File: src/rtl/sr_pkg.sv
// Shared types and constants for the SR flip-flop driver.
package sr_pkg;

    // Controller states; the ST_ prefix keeps the names clear of the SETTLE parameter.
    typedef enum logic [1:0] {
        ST_IDLE   = 2'd0,
        ST_DRIVE  = 2'd1,
        ST_SETTLE = 2'd2,
        ST_RESP   = 2'd3
    } sr_state_e;

    // Ceiling for the mismatch counter.
    localparam logic [7:0] ERR_CNT_MAX = 8'd255;

    // Largest settle time the driver is designed for.
    localparam int SETTLE_MAX = 7;

    // Saturating increment for the mismatch counter.
    function automatic logic [7:0] sat_inc(input logic [7:0] v);
        return (v == ERR_CNT_MAX) ? v : v + 8'd1;
    endfunction

endpackage

File: src/rtl/sr_pulse_timer.sv
// Loadable down-counter shared by the drive and settle phases.
// expire is high during the final counted cycle so the controller can
// change phase on the edge that ends it.
module sr_pulse_timer #(
    parameter int W = 4
) (
    input  logic         clk,
    input  logic         rst,
    input  logic         load,
    input  logic [W-1:0] load_val,
    output logic         expire
);

    logic [W-1:0] count_q;
    logic [W-1:0] count_d;

    // Next count: a load wins, otherwise count down and rest at zero.
    always_comb begin
        count_d = count_q;
        if (load) begin
            count_d = load_val;
        end else if (count_q != '0) begin
            count_d = count_q - W'(1);
        end
    end

    // Count register.
    always_ff @(posedge clk) begin
        if (rst) begin
            count_q <= '0;
        end else begin
            count_q <= count_d;
        end
    end

    assign expire = (count_q == W'(1));

endmodule

File: src/rtl/sr_driver.sv
// Command-driven controller for an external SR flip-flop: pulses S or R,
// waits for the flop to settle, checks the fed-back Q and reports.
// SETTLE is expected to lie in 1..7.
module sr_driver
    import sr_pkg::*;
#(
    parameter int LEN_W  = 4,
    parameter int SETTLE = 1
) (
    input  logic             clk,
    input  logic             rst,
    input  logic             cmd_valid,
    output logic             cmd_ready,
    input  logic             cmd_target,
    input  logic [LEN_W-1:0] cmd_len,
    output logic             S,
    output logic             R,
    input  logic             q_fb,
    output logic             done,
    output logic             err,
    output logic [7:0]       err_cnt
);

    // Timer wide enough for both the pulse length and the settle time.
    localparam int TW = (LEN_W > 3) ? LEN_W : 3;
    localparam logic [TW-1:0] SETTLE_LOAD = TW'(SETTLE);

    sr_state_e   state_q, state_d;
    logic        target_q, target_d;
    logic        s_q, s_d;
    logic        r_q, r_d;
    logic        done_q, done_d;
    logic        err_q, err_d;
    logic [7:0]  err_cnt_q, err_cnt_d;
    logic        ready_q, ready_d;

    logic          handshake;
    logic          mismatch;
    logic [TW-1:0] len_eff;
    logic          tmr_load;
    logic [TW-1:0] tmr_val;
    logic          tmr_expire;

    assign handshake = cmd_valid && ready_q;

    // A zero length still produces a one-cycle pulse.
    always_comb begin
        len_eff = TW'(cmd_len);
        if (cmd_len == '0) begin
            len_eff = TW'(1);
        end
    end

    sr_pulse_timer #(
        .W(TW)
    ) u_timer (
        .clk      (clk),
        .rst      (rst),
        .load     (tmr_load),
        .load_val (tmr_val),
        .expire   (tmr_expire)
    );

    // Next-state and next-output logic; every output is registered below.
    always_comb begin
        state_d   = state_q;
        target_d  = target_q;
        s_d       = 1'b0;
        r_d       = 1'b0;
        done_d    = 1'b0;
        err_d     = 1'b0;
        err_cnt_d = err_cnt_q;
        ready_d   = 1'b0;
        tmr_load  = 1'b0;
        tmr_val   = '0;
        mismatch  = 1'b0;

        unique case (state_q)
            ST_IDLE: begin
                ready_d = 1'b1;
                if (handshake) begin
                    target_d = cmd_target;
                    ready_d  = 1'b0;
                    if (q_fb == cmd_target) begin
                        // Flop already holds the requested value: report at once.
                        state_d = ST_RESP;
                        done_d  = 1'b1;
                    end else begin
                        state_d  = ST_DRIVE;
                        s_d      = cmd_target;
                        r_d      = ~cmd_target;
                        tmr_load = 1'b1;
                        tmr_val  = len_eff;
                    end
                end
            end

            ST_DRIVE: begin
                if (tmr_expire) begin
                    state_d  = ST_SETTLE;
                    tmr_load = 1'b1;
                    tmr_val  = SETTLE_LOAD;
                end else begin
                    s_d = target_q;
                    r_d = ~target_q;
                end
            end

            ST_SETTLE: begin
                if (tmr_expire) begin
                    // Last settle cycle: this is where feedback is judged.
                    mismatch = (q_fb != target_q);
                    state_d  = ST_RESP;
                    done_d   = 1'b1;
                    err_d    = mismatch;
                    if (mismatch) begin
                        err_cnt_d = sat_inc(err_cnt_q);
                    end
                end
            end

            ST_RESP: begin
                state_d = ST_IDLE;
                ready_d = 1'b1;
            end

            default: begin
                state_d = ST_IDLE;
                ready_d = 1'b1;
            end
        endcase
    end

    // Controller state and registered outputs; reset overrides any handshake.
    always_ff @(posedge clk) begin
        if (rst) begin
            state_q   <= ST_IDLE;
            target_q  <= 1'b0;
            s_q       <= 1'b0;
            r_q       <= 1'b0;
            done_q    <= 1'b0;
            err_q     <= 1'b0;
            err_cnt_q <= 8'd0;
            ready_q   <= 1'b1;
        end else begin
            state_q   <= state_d;
            target_q  <= target_d;
            s_q       <= s_d;
            r_q       <= r_d;
            done_q    <= done_d;
            err_q     <= err_d;
            err_cnt_q <= err_cnt_d;
            ready_q   <= ready_d;
        end
    end

    assign cmd_ready = ready_q;
    assign S         = s_q;
    assign R         = r_q;
    assign done      = done_q;
    assign err       = err_q;
    assign err_cnt   = err_cnt_q;

endmodule
File: config.mk
export PLATFORM = sky130hd
export DESIGN_NAME = sr_driver
export DESIGN_NICKNAME = d
export VERILOG_FILES = /design/src/rtl/sr_pkg.sv /design/src/rtl/sr_pulse_timer.sv /design/src/rtl/sr_driver.sv
export SDC_FILE = /design/constraint.sdc
export NUM_CORES = 1
export LEC_CHECK = 0
export CAP_MARGIN = 20
export CORE_MARGIN = 4
export CORE_UTILIZATION = 32
export CTS_CLUSTER_DIAMETER = 200
export CTS_CLUSTER_SIZE = 14
export DETAILED_ROUTE_END_ITERATION = 16
export HOLD_SLACK_MARGIN = 0.08
export SETUP_SLACK_MARGIN = 0.3
export SLEW_MARGIN = 10
export SYNTH_ARGS = -nofsm -noshare
export SYNTH_HDL_FRONTEND = slang
export SYNTH_SLANG_ARGS = --single-unit
File: constraint.sdc
create_clock -name clk -period 2.2 [get_ports clk]
set_input_delay 0.44 -clock clk [delete_from_list [all_inputs] [get_ports clk]]
set_output_delay 0.44 -clock clk [all_outputs]
set_load 0.02 [all_outputs]
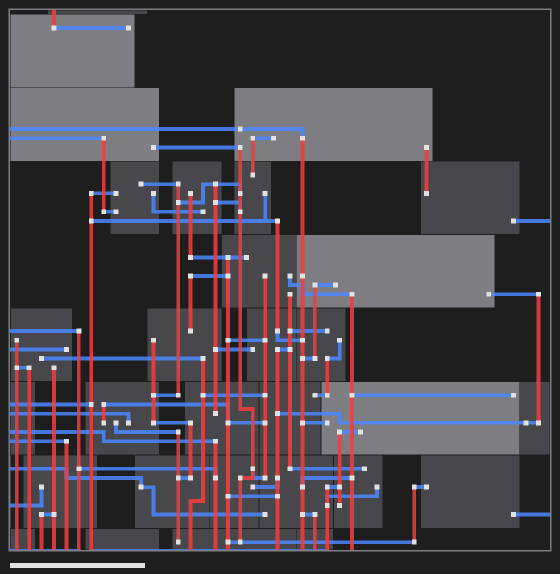
Fig. 1. Close-up of the layout (run 1).
Scale bar: 5 µm. Window x 40 to 60, y 40 to 60 µm. Cells in gray, sequential cells in the stronger gray; small squares are vias.
layer	color
M1	blue
M2	red
most frequent	dfxtp_1 (5), a21oi_1 (3), buf_4 (3)
cells with their middle in the window	23
sequential cells in the window	5
netlist names of flops here include	`err_cnt` (3)

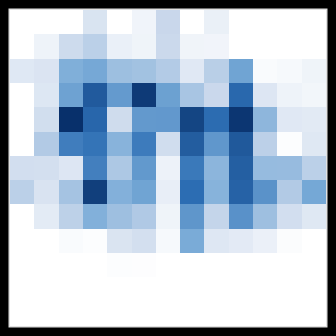
Fig. 2. Routed metal per tile (run 1).
13 x 13 tiles, from white (low) to dark blue (high), scaled to the fullest tile. Values are wire area over tile area, all layers added.
nearly empty tiles	37%
emptiest ninth of the die	bottom left
densest ninth of the die	middle
mean over tiles	0.090
tiles over half the peak	20%
fullest tile	0.38

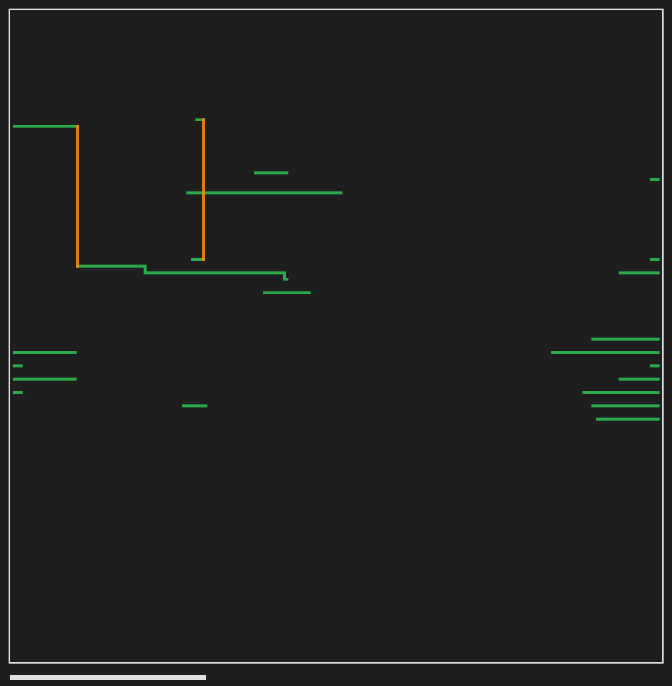
Fig. 3. Metal layers overlaid (run 1).
Scale bar: 20 µm. Two of the layers only.
layer	color	wire length
M4	orange	28.6 µm
M3	green	118 µm

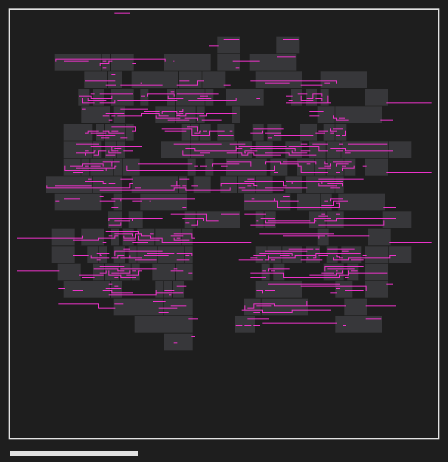
Fig. 4. Signal wires on met1 (run 1).
Scale bar: 20 µm. Cells faint in the background.
main direction	horizontal
longest straight run	23.0 µm
share of all routed wire	46%
wire length on this layer	1,170 µm

==> Changelog: implementation, run 1 <==
## Flow update

- Grt met2 use: 21.2%
- DR vias/cell: 5.03
- Outcome: complete, no violations
- Post-CTS Setup Bufs: 0
- Die height: 66.6 µm
- WP data required: 2.43 ns
- Buf/Inv on CP: 1
- Worst-path clk slew: 0.11 ns
- Ports: 22
- Buffers on Ports: 21
- Worst rel slew slack: 70.7%
- Chip width: 66.6 µm
- CP startpoint kind: input pin
- Share of layout cells above drive strength 1: 12.2%
- Post-Syn Area: 1100 µm²
- Wire per inst: 12.5 µm
- Share of flip-flops with an asynchronous set or reset: 0%
- Fp util: 33.0%
- CTS resizes: 1
- GRT busiest layer: met2
- Placed insts: 194
- Die ar.: 4440 µm²
- Leakage: 0.564 nW
- Crit path from: q_fb
- Syn_nets: 147
- GP Congestion: 0.810
- DR vias: 1,016
- Critical path's slowest cell: clkdlybuf4s50_1
- CP peak stage delay: 0.56 ns
- Tool Warnings: 32
- Inserted Clock Buffers: 3
- Vias in the first global route: 982
- Worst-path fanout max: 6
- Synth Register Bits: 20
- Setup violators final: 0
- Max Cap Viol: 0
- Clk_lat worst skew: 0.29 ns
- # nets final: 177
- Mapped Cells: 128
- Met1 global-route usage: 12.9%
- First-pass GRT wire length: 4050 µm
- Cycle use final: 83.7%
- CP delay by family, top: simple AND/OR/NAND/NOR gates
- WHS: 0.508 ns
- Htree depth: 1
- GR Layer Usage met3: 3.54%
- Worst-Margin Slew: 0.439 ns
- Clock root buffer: clkbuf_4
- Hold violation total from the final report: 0
- Crit path kind: input pin to flop
- Inserted Diodes: 0
- Worst EP arrival: 2.07 ns
- Drt pass-1 iters: 4
- Crit path cell chain: clkdlybuf4s50_1 > xor2_2 > nand3_4 > or4_1 > a21oi_1
- TritonCTS clock tree: built
- Total track usage: 11.8%
- Layout area overhead: 33.2%
- Max clock buf depth: 2
- Finished Layout Cells: 202
- Hpwl dp: 1870 µm
- CTS Hold Bufs: 0
- Ys flop type: dfxtp_1
- Drt first-iter violations: 46
- Pins Over Slew Limit: 0
- Hold_sp: err_cnt[5]$_SDFFE_PP0P_
- Drt total wl: 2530 µm
- Sequential-to-total area share from yosys stat: 36.4%
- EDFF count, synth: 0
- Pin count of the biggest net entering global routing: 13
- Sink Count: 20
- Initial antenna violation count: 0
- Crit path time final: 1.84 ns
- R2r startpoint: u_timer.count_q[1]$_SDFFE_PP0P_
- Max Clk Rate: 543 MHz
- Syn Area/Cell: 8.59 µm²
- Gr ovfl total: 0
- Hold/Removal Path Class: flop to flop
- Cell Type Count: 34
- Routed Antenna Nets: 0
- Ys Warns: 0
- Power per cell area: 920 nW/µm²
- Setup crit end kind: flop
- RSZ-0062 raised after global routing: false
- Remaining routing DRC violations: 0
- Core area: 3340 µm²
- Worst VDD drop: 671 µV
[run 1: sequential cells by signal, summed over array words and instances (netlist names)]
name / count
S: 1
target_q: 1
done: 1
state_q: 2
err: 1
u_timer.count_q: 4
err_cnt: 8
R: 1
cmd_ready: 1
[run 1: through the flow]
stage / instance area, µm² / setup slack (ns) / utilization (%) / total power, mW / setup TNS [ns]
2_1_floorplan: 1100 / 0.528 / - / 0.968 / 0
3_3_place_gp: 1370 / 0.0459 / 41.1 / 1.11 / 0
3_5_place_dp: 1370 / -0.0323 / 41.1 / 1.12 / -0.0547
4_1_cts: 1400 / 0.300 / 42.0 / 1.31 / 0
5_1_grt: 1470 / 0.301 / 43.9 / 1.47 / 0
6_report: 1470 / 0.360 / 43.9 / 1.35 / 0
[run 1: metal layers]
layer  wire length, µm  part of all wire [%]
met2              1210                    48
met3               118                   4.7
met4                28                   1.1
met1              1170                    46
met5                 0                     0
[run 1: worst paths after layout]
path | end | slack, ns | depth (start not counted)
max | err_cnt[7]$_SDFFE_PP0P_ | 0.36 | 5
min | err_cnt[5]$_SDFFE_PP0P_ | 0.51 | 2
max reg2reg | err_cnt[7]$_SDFFE_PP0P_ | 0.46 | 6
min reg2reg | err_cnt[5]$_SDFFE_PP0P_ | 0.51 | 2
[run 1: cell usage in the layout (no fill, tap or decap), types with 3 or more instances in the layout]
cell              n
o21ai_0           7
a21oi_1          12
inv_1             8
or4_1             4
ha_1              9
dfxtp_1          19
nor3_1            4
nand2_1           8
a211oi_1          3
nand3_1           5
and3_1            3
nor2_1           12
clkdlybuf4s50_1  20
buf_4             7
clkbuf_4          3
[run 1: cell usage after synthesis (2+ instances only)]
cell / count / area, µm²
dfxtp_1: 20 / 400
a21oi_1: 12 / 60.1
nor2_1: 12 / 45.0
ha_1: 10 / 125
inv_1: 9 / 33.8
nand2_1: 8 / 30.0
o21ai_0: 7 / 35.0
nand3_1: 5 / 25.0
nor3_1: 4 / 20.0
or4_1: 4 / 30.0
a211oi_1: 3 / 22.5
and3_1: 3 / 18.8
clkbuf_1: 3 / 11.3
a31oi_1: 2 / 12.5
a32oi_1: 2 / 17.5
and4_1: 2 / 17.5
mux2_2: 2 / 22.5
mux2i_1: 2 / 20.0
o31ai_1: 2 / 15.0
o41ai_1: 2 / 17.5
[run 1: tightest hold or removal path, cell delays in order, from the launching register on]
cell and delay (ns):
dfxtp_1 0.35, o41ai_1 0.07, a21oi_1 0.06
[run 1: cells by family after synthesis]
family / synth area share (%)
multiplexers: 3.87
flip-flops: 36.4
AND/OR/NAND/NOR: 23.2
AND-OR/OR-AND: 18.8
buffers and inverters: 4.78
XOR/XNOR: 1.59
adder cells (fa/ha/maj): 11.4
[run 1: area by class of cell]
type | instances | area (µm²)
Timing Repair Buffer | 28 | 265
Sequential cell | 20 | 402
Inverter | 9 | 33.8
Clock buffer | 3 | 22.5
Multi-Input combinational cell | 96 | 684
Fill cell | 338 | 1870
Tap cell | 46 | 57.6
[run 1: power breakdown]
group          internal [mW]  switching (mW)
combinational          0.332           0.331
sequential             0.436          0.0764
clock                 0.0638           0.108
--- run 2 (diff from run 1) ---
==> constraint.sdc (replaced) <==
create_clock -name clk -period 1.6 [get_ports clk]
set_input_delay 0.32 -clock clk [delete_from_list [all_inputs] [get_ports clk]]
set_output_delay 0.32 -clock clk [all_outputs]
set_load 0.02 [all_outputs]
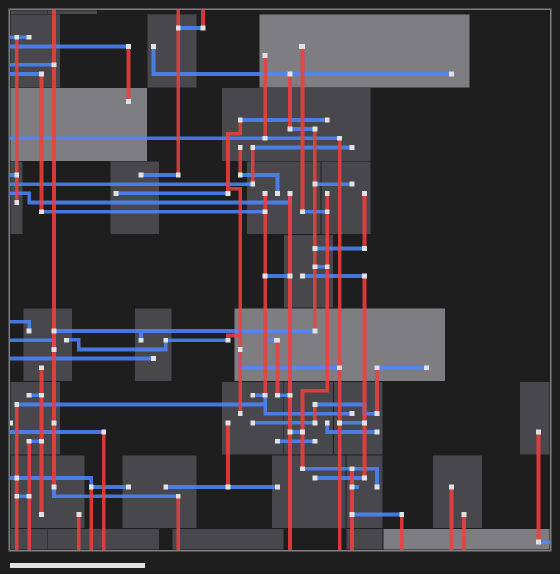
Fig. 5. Close-up of the layout (run 2).
Scale bar: 5 µm. Window x 40 to 60, y 40 to 60 µm. Cells in gray, sequential cells in the stronger gray; small squares are vias.
layer	color
M2	red
M1	blue
most frequent	dfxtp_2 (3), buf_4 (3)
cells with their middle in the window	22
sequential cells in the window	3
netlist names of flops here include	`err_cnt` (3)

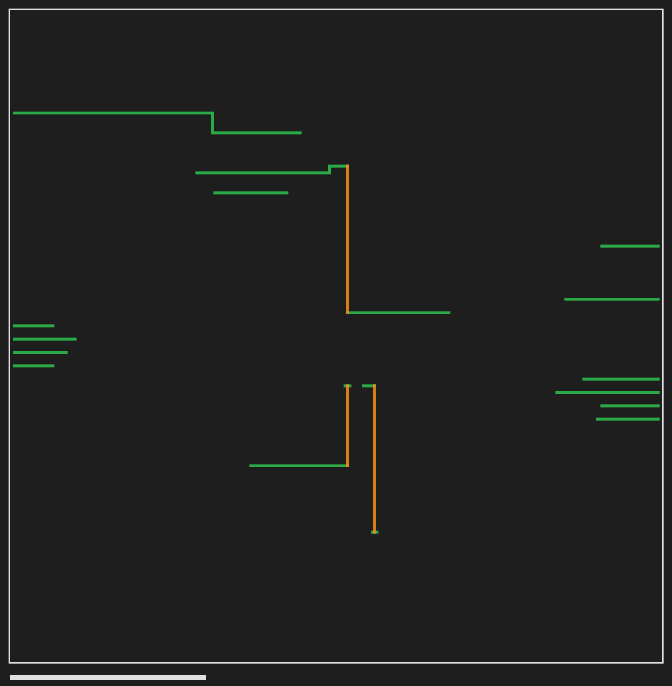
Fig. 6. Metal layers overlaid (run 2).
Scale bar: 20 µm. Two of the layers only.
layer	color	wire length
M4	orange	38.1 µm
M3	green	141 µm

==> Changelog: implementation, run 2 <==
## Flow update

- Outcome: complete, no violations (unchanged)
- Layout area overhead: 65.2% (was 33.2%)
- CP startpoint kind: flop (was input pin)
- Cycle use final: 99.8%
- # nets final: 197 (was 177)
- Gr ovfl total: 0 (unchanged)
- Inserted Clock Buffers: 3 (unchanged)
- Drt total wl: 3060 µm (was 2530 µm)
- Post-Syn Area: 1100 µm² (unchanged)
- DR vias/cell: 5.01 (was 5.03)
- Tool Warnings: 35 (was 32)
- Buffers on Ports: 21 (unchanged)
- Hold violation total from the final report: 0 (unchanged)
- Area share, top type: 36.4% (unchanged)
- Synth Register Bits: 20 (unchanged)
- Die height: 66.6 µm (unchanged)
- DR vias: 1,118 (was 1,016)
- Worst-path clk slew: 0.11 ns (about the same)
- Ys flop type: dfxtp_1 (unchanged)
- Hold/Removal Path Class: flop to flop (unchanged)
- GP Congestion: 0.824 (was 0.810)
- TritonCTS clock tree: built (unchanged)
- AO/OA Area Share: 18.8% (unchanged)
- Htree depth: 1 (unchanged)
- Power per cell area: 1410 nW/µm² (was 920 nW/µm²)
- Drt first-iter violations: 48 (was 46)
- Worst VDD drop: 618 µV (was 671 µV)
- Finished Layout Cells: 223 (was 202)
- Leakage: 0.737 nW (was 0.564 nW)
- Pins Over Slew Limit: 0 (unchanged)
- Design Power: 2.56 mW (was 1.35 mW)
- Fp util: 33.0% (unchanged)
- Top cells by count, synth: dfxtp_1 (20), a21oi_1 (12), nor2_1 (12), ha_1 (10), inv_1 (9) (unchanged)
- Final Cell Area: 1820 µm² (was 1470 µm²)
- Syn_nets: 147 (unchanged)
- Hpwl dp: 2080 µm (was 1870 µm)
- Crit path kind: flop to flop (was input pin to flop)
- Adder Share, Synth: 11.4% (unchanged)
- Pin count of the biggest net entering global routing: 17 (was 13)
- Commonest Layout Cell: buf_4 (was clkdlybuf4s50_1)
- Vias in the first global route: 1,053 (was 982)
- Area leader, netlist: dfxtp_1 (unchanged)
- Routed Antenna Nets: 0 (unchanged)
- WP data required: 1.85 ns (was 2.43 ns)
- Synth logic family: simple AND/OR/NAND/NOR gates (unchanged)
- Placed insts: 206 (was 194)
- Syn Area/Cell: 8.59 µm² (unchanged)
- Max Cap Viol: 0 (unchanged)
- Worst-path fanout max: 8 (was 6)
- XOR Share, Synth: 1.59% (unchanged)
- Sequential-to-total area share from yosys stat: 36.4% (unchanged)
- Initial antenna violation count: 0 (unchanged)
- Wire per inst: 13.7 µm (was 12.5 µm)
- Setup violators final: 0 (unchanged)
- Sink Count: 20 (unchanged)
- Mux frac, synth: 3.87% (unchanged)
- Ys Warns: 0 (unchanged)
- Ports: 22 (unchanged)
- Clock root buffer: clkbuf_4 (unchanged)
- Worst rel slew slack: 80.8% (was 70.7%)
- Cell Type Count: 34 (unchanged)
- Most frequent cell after synthesis: dfxtp_1 (unchanged)
- Core area: 3340 µm² (unchanged)
- Setup crit end kind: flop (unchanged)
- Max Clk Rate: 626 MHz
run 2: final timing paths:
check,slack [ns],startpoint,endpoint,cells past startpoint
worst max-delay path,0.004,u_timer.count_q[1]$_SDFFE_PP0P_,err_cnt[7]$_SDFFE_PP0P_,6
worst min-delay path,0.51,err_cnt[4]$_SDFFE_PP0P_,err_cnt[4]$_SDFFE_PP0P_,2
worst max register to register,0.004,u_timer.count_q[1]$_SDFFE_PP0P_,err_cnt[7]$_SDFFE_PP0P_,6
worst min register to register,0.51,err_cnt[4]$_SDFFE_PP0P_,err_cnt[4]$_SDFFE_PP0P_,2
run 2: per-layer routing:
metal | global-route usage, % | up-vias | share of wire [%]
met3 | 4.38 | 6 | 4.6
met5 | 0 | - | 0
met4 | 5.08 | 0 | 1.2
li1 | - | 567 | -
met2 | 24.4 | 20 | 51
met1 | 15.8 | 525 | 43
run 2: stage by stage:
step	setup TNS, ns	util, %	setup slack (ns)	hold WS (ns)
final	0	54.4	0.00360	0.512
after global routing	-0.489	54.4	-0.102	0.530
after CTS	0	51.3	0.0333	0.515
after detailed placement	-3.04	46.3	-0.308	0.508
after global placement	-2.66	46.3	-0.284	0.509
after floorplan	0	-	0.0586	0.459
run 2: cell families after synthesis:
| group | Yosys count |
|---|---|
| XOR/XNOR | 2 |
| AND-OR/OR-AND | 33 |
| multiplexers | 4 |
| flip-flops | 20 |
| adder cells (fa/ha/maj) | 10 |
| buffers and inverters | 13 |
| AND/OR/NAND/NOR | 46 |
run 2: critical path, stage by stage (launching register included):
cell and delay, ns:
dfxtp_2 0.34, inv_2 0.07, ha_4 0.13, nor3b_4 0.25, nand3_4 0.14, or4_1 0.49, a21oi_1 0.13
run 2: timing repair:
action / CTS / global route
buffers inserted: 9 / 4
gates resized: 58 / 36
setup endpoints to repair: 32 / 28
hold buffers: 0 / 0
pin swaps: 9 / 14
run 2: final cells by class:
class                           count  area (µm²)
Clock buffer                        4        36.3
Tap cell                           46        57.6
Fill cell                         326        1520
Inverter                            9        36.3
Timing Repair Buffer               49         389
Multi-Input combinational cell     95         875
Sequential cell                    20         423
run 2: report_power, final:
part | total, mW | internal [mW] | switching, mW
Combinational | 1.51 | 0.846 | 0.668
Clock | 0.316 | 0.139 | 0.177
Sequential | 0.728 | 0.609 | 0.119
Fig. 7: run 2, routing congestion
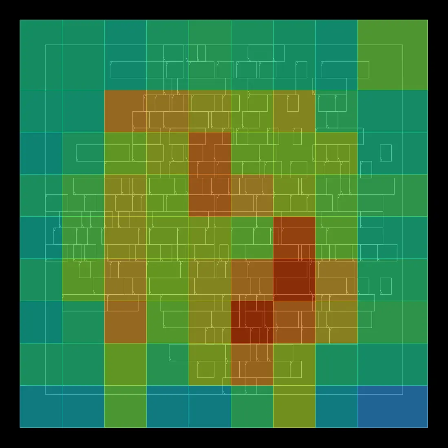

--- run 3 (diff from run 2) ---
--- a/config.mk
+++ b/config.mk
@@ -6,12 +6,13 @@
 export NUM_CORES = 1
 export LEC_CHECK = 0
 export CAP_MARGIN = 20
-export CORE_MARGIN = 4
-export CORE_UTILIZATION = 32
+export CORE_UTILIZATION = 47
+export CTS_BUF_LIST = sky130_fd_sc_hd__clkbuf_2 sky130_fd_sc_hd__clkbuf_4 sky130_fd_sc_hd__clkbuf_8
 export CTS_CLUSTER_DIAMETER = 200
 export CTS_CLUSTER_SIZE = 14
 export DETAILED_ROUTE_END_ITERATION = 16
 export HOLD_SLACK_MARGIN = 0.08
+export PLACE_DENSITY = 0.77
 export SETUP_SLACK_MARGIN = 0.3
 export SLEW_MARGIN = 10
 export SYNTH_ARGS = -nofsm -noshare
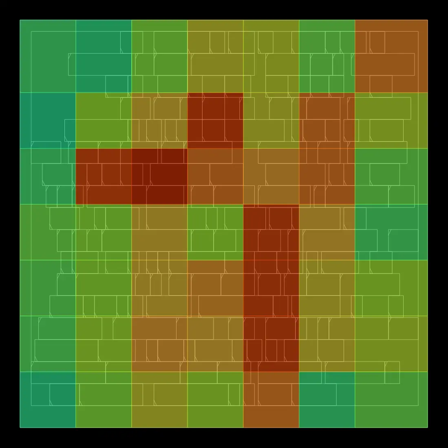
Fig. 8. Routing congestion (run 3).
GR Layer Usage met3: 6.67%
wire per inst: 15.2 µm
GRT busiest layer: met2
Util after Layout: 78.6%

==> Changelog: implementation, run 3 <==
## Flow update

- Worst VDD drop: 1270 µV (was 618 µV)
- Power per cell area: 1410 nW/µm² (about the same)
- Leakage: 0.681 nW (was 0.737 nW)
- Htree depth: 1 (unchanged)
- Most frequent cell after synthesis: dfxtp_1 (unchanged)
- Post-Syn Area: 1100 µm² (unchanged)
- Remaining routing DRC violations: 0 (unchanged)
- Inserted Clock Buffers: 3 (unchanged)
- CTS Hold Bufs: 0 (unchanged)
- Ys Warns: 0 (unchanged)
- Layout area overhead: 58.1% (was 65.2%)
- Chip width: 50.4 µm (was 66.6 µm)
- TritonCTS clock tree: built (unchanged)
- Max Cap Viol: 0 (unchanged)
- Cycle use final: 101% (was 99.8%)
- Area leader, netlist: dfxtp_1 (unchanged)
- Pin count of the biggest net entering global routing: 13 (was 17)
- Pins Over Slew Limit: 0 (unchanged)
- Outcome: finished with violations (was complete, no violations)
- Area share, top type: 36.4% (unchanged)
- Filler Cells Inserted: 142 (was 326)
- WHS: 0.507 ns (was 0.512 ns)
- Core area: 2210 µm² (was 3340 µm²)
- Mapped Cells: 128 (unchanged)
- CP startpoint kind: flop (unchanged)
- Commonest Layout Cell: buf_4 (unchanged)
- Gr ovfl total: 0 (unchanged)
- Max clock buf depth: 2 (unchanged)
- Initial antenna violation count: 0 (unchanged)
- Worst EP arrival: 1.89 ns (was 1.85 ns)
- Met1 global-route usage: 31.1% (was 15.8%)
- Critical path's slowest cell: or4_4 (was or4_1)
- Max Clk Rate: 617 MHz (was 626 MHz)
- Worst-Margin Slew: 0.324 ns (was 0.286 ns)
- Clock root buffer: clkbuf_4 (unchanged)
- Max reg flops: 8 (unchanged)
- Share of flip-flops with an asynchronous set or reset: 0% (unchanged)
- Drt first-iter violations: 11 (was 48)
- Hpwl dp: 1960 µm (was 2080 µm)
- CP peak stage delay: 0.52 ns (was 0.49 ns)
- DR vias: 1,146 (was 1,118)
- Worst-path clk slew: 0.13 ns (was 0.11 ns)
- Ports: 22 (unchanged)
- Fp util: 49.7% (was 33.0%)
- Syn Area/Cell: 8.59 µm² (unchanged)
- Top cells by count, synth: dfxtp_1 (20), a21oi_1 (12), nor2_1 (12), ha_1 (10), inv_1 (9) (unchanged)
- Ys flop type: dfxtp_1 (unchanged)
- Hold violation total from the final report: 0 (unchanged)
- Worst-path fanout max: 8 (unchanged)
- Final worst-path setup slack: -0.0204 ns (was 0.00360 ns)
- Crit path time final: 1.62 ns (was 1.60 ns)
- Worst rel slew slack: 78.2% (was 80.8%)
- Tool Warnings: 35 (unchanged)
- Hold/Removal Path Class: flop to flop (unchanged)
- Drt pass-1 iters: 4 (unchanged)
- Grt met2 use: 42.0% (was 24.4%)
- Synth Register Bits: 20 (unchanged)
- Crit path cell chain: inv_2 > ha_4 > nor3b_4 > nand3_4 > or4_4 > a21oi_2 (was inv_2 > ha_4 > nor3b_4 > nand3_4 > or4_1 > a21oi_1)
- Routed Antenna Nets: 0 (unchanged)
- Setup crit end kind: flop (unchanged)
- Drt total wl: 3020 µm (was 3060 µm)
- Share of layout cells above drive strength 1: 47.4% (was 50.3%)
- RSZ-0062 raised after global routing: true (unchanged)
- EDFF count, synth: 0 (unchanged)
- Sink Count: 20 (unchanged)
- Vias in the first global route: 1,080 (was 1,053)
- WP data required: 1.87 ns (was 1.85 ns)
- Dominant cells by area after synthesis: dfxtp_1 (36%), ha_1 (11%), a21oi_1 (5.5%) (unchanged)
- Die ar.: 2540 µm² (was 4440 µm²)
- Die height: 50.4 µm (was 66.6 µm)
- Most instantiated logic cells after routing: buf_4 (19), nor2_1 (12), dfxtp_2 (11) (was buf_4 (23), nor2_1 (12), dfxtp_1 (10), a21oi_1 (10))
- Cell Type Count: 34 (unchanged)
- First-pass GRT wire length: 4890 µm (was 4710 µm)
- # nets final: 191 (was 197)
- Buffers on Ports: 21 (unchanged)
- Failing checks: negative setup slack
- Clk_lat worst skew: 0.32 ns (about the same)
- Setup violators final: 2 (was 0)
- DR vias/cell: 5.76 (was 5.01)
- Total track usage: 25.1% (was 14.0%)
- Sequential-to-total area share from yosys stat: 36.4% (unchanged)
- Inserted Diodes: 0 (unchanged)
- Syn_nets: 147 (unchanged)
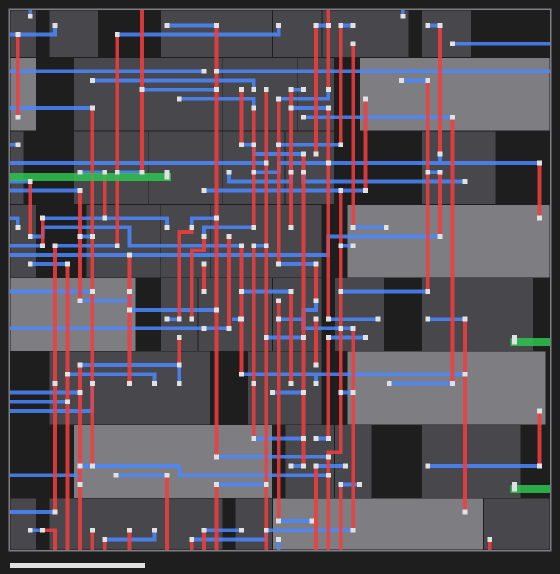
Fig. 9. Close-up of the layout (run 3).
Scale bar: 5 µm. Window x 28 to 48, y 28 to 48 µm. Cells in gray, sequential cells in the stronger gray; small squares are vias.
layer	color
M3	green
M2	red
M1	blue
cells with their middle in the window	36
sequential cells in the window	6
netlist names of flops here include	`err_cnt` (4)

[run 3: netlist changes by cell type in the layout (fill, tap and decap cells not counted), sizes merged]
cell,before,now
buf,36,26
bufinv,0,1
clkbuf,8,5
clkdlybuf4s15,0,7
dlygate4sd2,2,1
[run 3: logic make-up after synthesis]
family / share of synthesized area (%)
mux: 3.87
flops: 36.4
simple gates: 23.2
compound gates: 18.8
fa+ha+maj: 11.4
xor+xnor: 1.59
buf+inv: 4.78
[run 3: routing by layer]
layer  wire length (µm)  vias to the layer above
met5                  0                        -
met3                 88                        5
met4                 29                        0
met1               1330                      570
met2               1570                       18
li1                   -                      553
[run 3: path summary, 6_finish.rpt]
| kind | startpoint | endpoint | slack, ns | cells after the start |
|---|---|---|---|---|
| setup reg to reg | u_timer.count_q[1]$_SDFFE_PP0P_ | err_cnt[5]$_SDFFE_PP0P_ | -0.02 | 6 |
| hold / removal | err_cnt[4]$_SDFFE_PP0P_ | err_cnt[4]$_SDFFE_PP0P_ | 0.51 | 2 |
| hold reg to reg | err_cnt[4]$_SDFFE_PP0P_ | err_cnt[4]$_SDFFE_PP0P_ | 0.51 | 2 |
| setup / recovery | u_timer.count_q[1]$_SDFFE_PP0P_ | err_cnt[5]$_SDFFE_PP0P_ | -0.02 | 6 |
[run 3: worst max-delay path: cells and delay by family (launching register included)]
family	cells	cell delay (ns)
simple gates	3	0.92
flops	1	0.34
fa+ha+maj	1	0.14
compound gates	1	0.13
buf+inv	1	0.07
[run 3: where the power goes]
group          switching (mW)  internal (mW)  total (mW)  leakage (nW)
combinational           0.602          0.698        1.30         0.486
clock                   0.171          0.254       0.425        0.0279
sequential              0.124          0.609       0.732         0.167
total                   0.896           1.56        2.46         0.681
[run 3: area by class of cell]
| cell class | count | area [µm²] | share of cell area, % |
|---|---|---|---|
| multi-input combinational | 95 | 836 | 48.1 |
| sequential | 20 | 414 | 23.8 |
| timing repair buffer | 43 | 368 | 21.2 |
| tap | 28 | 35.0 | 2.01 |
| inverter | 9 | 33.8 | 1.94 |
| clock inverter | 1 | 30.0 | 1.73 |
| clock buffer | 3 | 22.5 | 1.29 |
[run 3: timing repair]
action | 4_1_cts | 5_1_grt
setup buffers | 7 | 2
gates resized | 51 | 22
pin swaps | 6 | 9
setup endpoints to repair | 27 | 31
[run 3: per-stage QoR]
step	TNS, ns	worst slack (ns)	instances	power, mW	area [µm²]
after floorplan	0	0.0586	128	1.43	1200
after global placement	-2.40	-0.288	186	1.65	1510
after detailed placement	-2.58	-0.320	186	1.69	1510
after CTS	-0.00698	-0.00698	197	2.33	1680
after global routing	-0.670	-0.118	199	2.61	1740
final	-0.0239	-0.0204	199	2.46	1740
Power and IR drop assume default switching activity.
